File: config.mk
export PLATFORM = sky130hd
export DESIGN_NAME = core_ras
export DESIGN_NICKNAME = d
export VERILOG_FILES = /design/src/rtl/core_ras.sv
export SDC_FILE = /design/constraint.sdc
export NUM_CORES = 1
export LEC_CHECK = 0
export CAP_MARGIN = 20
export CORE_MARGIN = 5
export CORE_UTILIZATION = 55
export DETAILED_ROUTE_END_ITERATION = 8
export MAX_ROUTING_LAYER = met4
export PLACE_DENSITY_LB_ADDON = 0.1
export SYNTH_ARGS = -nofsm -noshare
export SYNTH_HDL_FRONTEND = slang
export SYNTH_SLANG_ARGS = --single-unit
File: constraint.sdc
create_clock -name clk -period 4.8 [get_ports clk]
set_input_delay 0.96 -clock clk [delete_from_list [all_inputs] [get_ports clk]]
set_output_delay 0.96 -clock clk [all_outputs]
set_load 0.05 [all_outputs]
File: src/rtl/core_ras.sv
// Return-address stack: speculative fetch-side stack over a circular buffer.
// Optional macro CORE_RAS_RECOVER_EN adds commit-side pointers that are restored on flush.
module core_ras #(
    parameter int RAS_DEPTH = 8,
    parameter int PTR_W     = 3
) (
    input  logic             clk,
    input  logic             rst,
    input  logic             ras_go,
    input  logic             push,
    input  logic [31:0]      push_addr,
    input  logic             pop,
    input  logic             flush,
    input  logic             c_push,
    input  logic             c_pop,
    output logic [31:0]      ras_target,
    output logic             ras_v,
    output logic [PTR_W:0]   ras_cnt
);

    localparam logic [PTR_W:0] FULL = (PTR_W+1)'(RAS_DEPTH);

    typedef struct packed {
        logic [PTR_W-1:0] tos;
        logic [PTR_W:0]   cnt;
    } ptr_t;

    // Shared pointer rule for both fetch and commit sides; push+pop on a
    // non-empty stack replaces the top, otherwise push wins, empty pop is ignored.
    function automatic ptr_t advance(input ptr_t p, input logic pu, input logic po);
        ptr_t r;
        r = p;
        if (pu && po && (p.cnt != '0)) begin
            r = p;
        end else if (pu) begin
            r.tos = p.tos + PTR_W'(1);
            if (p.cnt != FULL) r.cnt = p.cnt + (PTR_W+1)'(1);
        end else if (po && (p.cnt != '0)) begin
            r.tos = p.tos - PTR_W'(1);
            r.cnt = p.cnt - (PTR_W+1)'(1);
        end
        return r;
    endfunction

    logic [31:0]      mem_q [RAS_DEPTH];
    ptr_t             sp_q, sp_d, sp_adv;
    logic             we;
    logic [PTR_W-1:0] waddr;

`ifdef CORE_RAS_RECOVER_EN
    ptr_t c_q, c_d;

    always_comb begin
        c_d = advance(c_q, c_push, c_pop);
    end

    always_ff @(posedge clk) begin
        if (rst) c_q <= '0;
        else     c_q <= c_d;
    end
`else
    logic unused_commit;
    assign unused_commit = c_push ^ c_pop;
`endif

    always_comb begin
        sp_adv = advance(sp_q, push, pop);
        sp_d   = sp_q;
        we     = 1'b0;
        waddr  = (pop && (sp_q.cnt != '0)) ? sp_q.tos : sp_q.tos + PTR_W'(1);
        if (flush) begin
`ifdef CORE_RAS_RECOVER_EN
            sp_d = c_d;
`else
            sp_d = '0;
`endif
        end else if (ras_go) begin
            sp_d = sp_adv;
            we   = push;
        end
    end

    always_ff @(posedge clk) begin
        if (rst) sp_q <= '0;
        else     sp_q <= sp_d;
    end

    // Entries are intentionally left unreset; cnt alone governs validity.
    always_ff @(posedge clk) begin
        if (we && !rst) mem_q[waddr] <= push_addr;
    end

    assign ras_v      = (sp_q.cnt != '0);
    assign ras_cnt    = sp_q.cnt;
    assign ras_target = ras_v ? mem_q[sp_q.tos] : '0;

endmodule

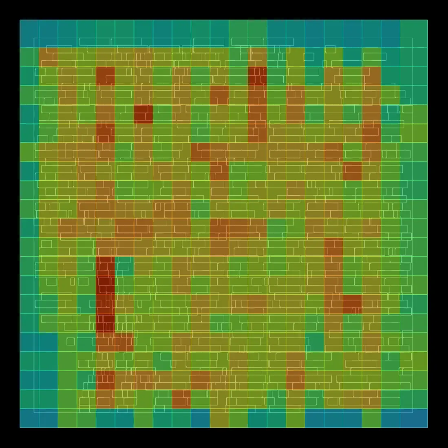
Figure 1: routing congestion map.
GRT Util Overall: 0.187
DR WL/cell: 23.1 µm

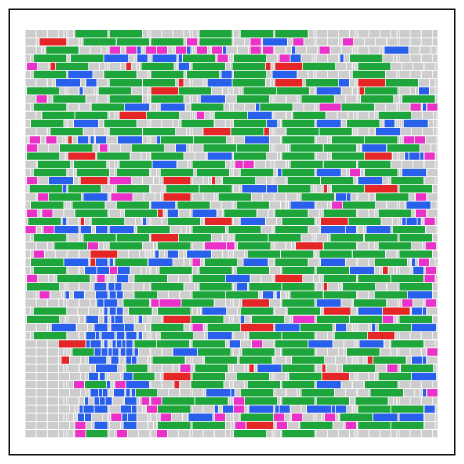
Figure 2: placed cells, one color a class.
Scale: 3 px per µm. Fill, decap, tap and diode cells in gray.
sequential cells: in green, cells 266, share of their area 65%. remaining buffers and delay cells: in magenta, cells 89, share of their area 7.7%. combinational and other logic: in blue, cells 207, share of their area 20%. clock drivers and dummy loads: in red, cells 48, share of their area 6.8%.
Core Area: 18,700 µm²
Final Util: 0.664

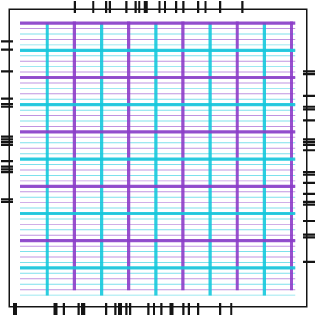
Figure 3: floorplan with the power grid.
Scale: 2 px per µm. Pins as bars on the die edge.
VSS: in cyan. VDD: in purple.
The core has 50 rows. 10 straps on met5. 10 straps on met4. 77 signal pins sit on the boundary.
worst vdd ir: 0.000253 V
die width: 148 µm
Die H: 148 µm

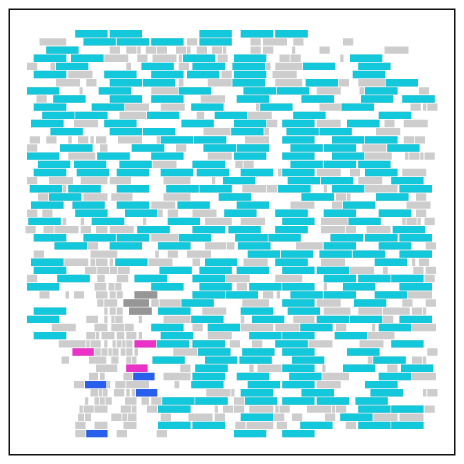
Figure 4: sequential cells grouped by signal name.
Scale: 3 px per µm.
`mem_q`: in cyan, placed flops 256, where spread over the die. `sp_q`: in magenta, placed flops 3. `ras_cnt`: in blue, placed flops 4, where bottom left.
Another 3 sequential cells are not colored.

==> ci_impl_report.md <==
## PnR job results

| Metric | Value |
|---|---|
| Reg-to-reg endpoint | mem_q[7][9] |
| Area contributors post-synth | edfxtp_1 73%, mux4_2 14%, mux2i_1 3.4% |
| Worst Path Arrival | 3170 ps |
| Fin area | 12,400 µm² |
| Commonest flop | edfxtp_1 |
| Fmax | 0.242 GHz |
| Ys flops | 266 |
| Crit path required time | 3840 ps |
| Post-CTS Resized | 0 |
| IO Port Bufs | 74 |
| Final Skew | 7.31 ps |
| Crit-path max cell delay | 940 ps |
| Top logic family | multiplexers |
| Worst R2R Setup Slack | 1700 ps |
| And+or+nand+nor area frac | 0.0295 |
| Slew HR | 0.379 |
| Die area | 21,900 µm² |
| Pleak | 3.78 nW |
| Distinct cells, synth | 35 |
| DR pass1 iterations | 4 |
| Hold Fails Final Rpt | 0 |
| Post-route clock period utilization | 0.860 |
| # rows | 50 |
| Multiplexer share of the synthesized area | 0.172 |
| Leading area contributor after synthesis | edfxtp_1 |
| Detailed-route via count | 4,973 |
| Tot Pwr | 4.82 mW |
| Post-synth ARST share | 0 |
| Log Warnings | 29 |
| Total of max-cap violations | 0 |
| Vias in the first global route | 5,433 |
| Postcts setup bufs | 0 |
| Post-synthesis cell count | 504 |
| CTS tree | done |
| Starting DRT DRC Count | 307 |
| Chip area in the Yosys report | 10,500 µm² |
| Nature of the critical path endpoint | output port |
| Slew Viols, Final | 0 |
| Clock transition at path regs | 60 ps |
| Final setup TNS | 0 ps |
| Reg2reg start | ras_cnt[1] |
| Placed Area | 11,600 µm² |
| Hold-critical path depth | 2 |
| CTS buffer count | 26 |
| RSZ-0062 raised after global routing | no |
| Critical Path Start Type | flip-flop |
| H-tree Lvls | 1 |
| Post-Syn Area | 10,500 µm² |
| First-pass GRT wire length | 30.6 mm |
| Worst skew pair latency | 510 ps |
| Fin crit period | 4130 ps |
| Pwr dens | 388 nW/µm² |
| Nets at Floorplan | 549 |
| Grt total ovfl | 0 |
| ANT cells | 0 |
| HP Start | ras_cnt[3] |
| Crit path max-delay cell type | dfxtp_2 |
| Final wirelength | 19.5 mm |
| Final setup violation count | 0 |
| Critical path peak fanout | 34 |
| Worst Path Buf+Inv | 2 |
| Area Growth Syn to Fin | 18.6% |
| Initial antenna violation count | 0 |
| Share of post-route cells with drive strength above 1 | 0.233 |
| Area share of xor/xnor cells in the synthesized design | 0.00573 |
| Min-Delay Path Class | reg -> reg |
| Mean Syn Cell Area | 20.8 µm² |
| DRC | 0 |
| FP Util | 0.560 |
| Largest net degree at the start of global routing | 45 |
| Worst hold endpoint | ras_cnt[3] |
| Root buffer cell | clkbuf_16 |
| Detail Route Antenna Nets | 0 |
| Top-Level Pins | 77 |
| Placer Congestion | 0.768 |
| Fin nets | 635 |
| CTS Hold Buffers Added | 0 |
| Most common library cells after synthesis | 256 x edfxtp_1, 64 x mux4_2, 50 x nor2_1 |
| Fill cells | 1,224 |
| Setup CP Type | reg -> out |
| EDFF count, synth | 256 |
| Synth Seq Share | 0.753 |
| Detailed placement HPWL | 10.8 mm |
| Vias per std cell | 5.89 |
| Worst path top cell family by delay | buffers and inverters |
| Reg2reg path depth | 5 |
| Sink Count | 266 |
| Hold WS | 596 ps |
| Post-Synth AOI/OAI Area | 0.0143 |
| YS warnings | 0 |
| Clk buf depth | 3 |
| Ys cells | 504 |
| Top cell area share | 0.734 |
| Status | finished clean |
| Most frequent cell after synthesis | edfxtp_1 |
| Measured slew at the worst slew-check pin | 932 ps |
| CP Cell Sequence | buf_12, mux4_2, mux2i_1, nor2_1, clkdlybuf4s50_1 |
| Adder Area Share | 0.00669 |
## per-stage QoR
step	setup WS, ps	instances
2_1_floorplan	1170	504
3_3_place_gp	883	796
3_5_place_dp	792	796
4_1_cts	642	844
5_1_grt	542	844
6_report	672	844
## cells in the final DEF (no fill, tap or decap), drive strengths merged, types with 2 or more instances in the layout
cell type      count
a211oi             6
a21oi              2
a31oi              7
buf               15
bufinv             2
clkbuf            32
clkdlybuf4s50     74
clkinv            13
dfxtp             10
edfxtp           256
ha                 4
inv                6
mux2i             36
mux4              64
nand2              4
nand2b             3
nand3              4
nor2              50
o21ai              3
or2                2
or3                2
xnor2              6
## area by class of cell
class                      instances  area [µm²]  share of cell area
multi-input combinational        201        2460               0.198
inverter                           6        22.5             0.00181
clock inverter                    16         131              0.0106
tap                              234         293              0.0236
clock buffer                      32         694              0.0559
sequential                       266        7890               0.635
timing repair buffer              89         928              0.0747
## where the power goes
part           internal [mW]  switching (mW)
registers               2.55         0.00928
logic                  0.123           0.192
clock network           1.14           0.809
## layer usage
layer | GRT usage | vias to the layer above | share of wire
li1 | - | 2227 | -
met1 | 0.248 | 2605 | 0.42
met2 | 0.318 | 115 | 0.53
met3 | 0.0258 | 26 | 0.037
met4 | 0.0383 | 0 | 0.018
met5 | - | - | 0
## kinds of logic (layout without fill, tap and decap cells)
family	after synthesis	after routing
compound gates	20	20
xor+xnor	6	6
fa+ha+maj	5	5
buf+inv	37	143
flops	266	266
mux	100	100
simple gates	70	70
## how the worst max path moves through the flow
stage,cells past startpoint,to
after floorplan,4,mem_q[0][0]
after global placement,6,mem_q[7][3]
after detailed placement,6,mem_q[7][3]
after CTS,5,ras_target[7]
after global routing,5,ras_target[7]
final,5,ras_target[7]
## registers in the layout, summed over array words and instances, names as in the netlist, named ones only
signal,cells
ras_cnt,4
sp_q,3
mem_q,256
## tightest hold or removal path, cell delays in order, from the launching register on
cell     delay (ps)
dfxtp_1         390
nand2_1          90
mux2i_1          60
Power and IR drop assume default switching activity.
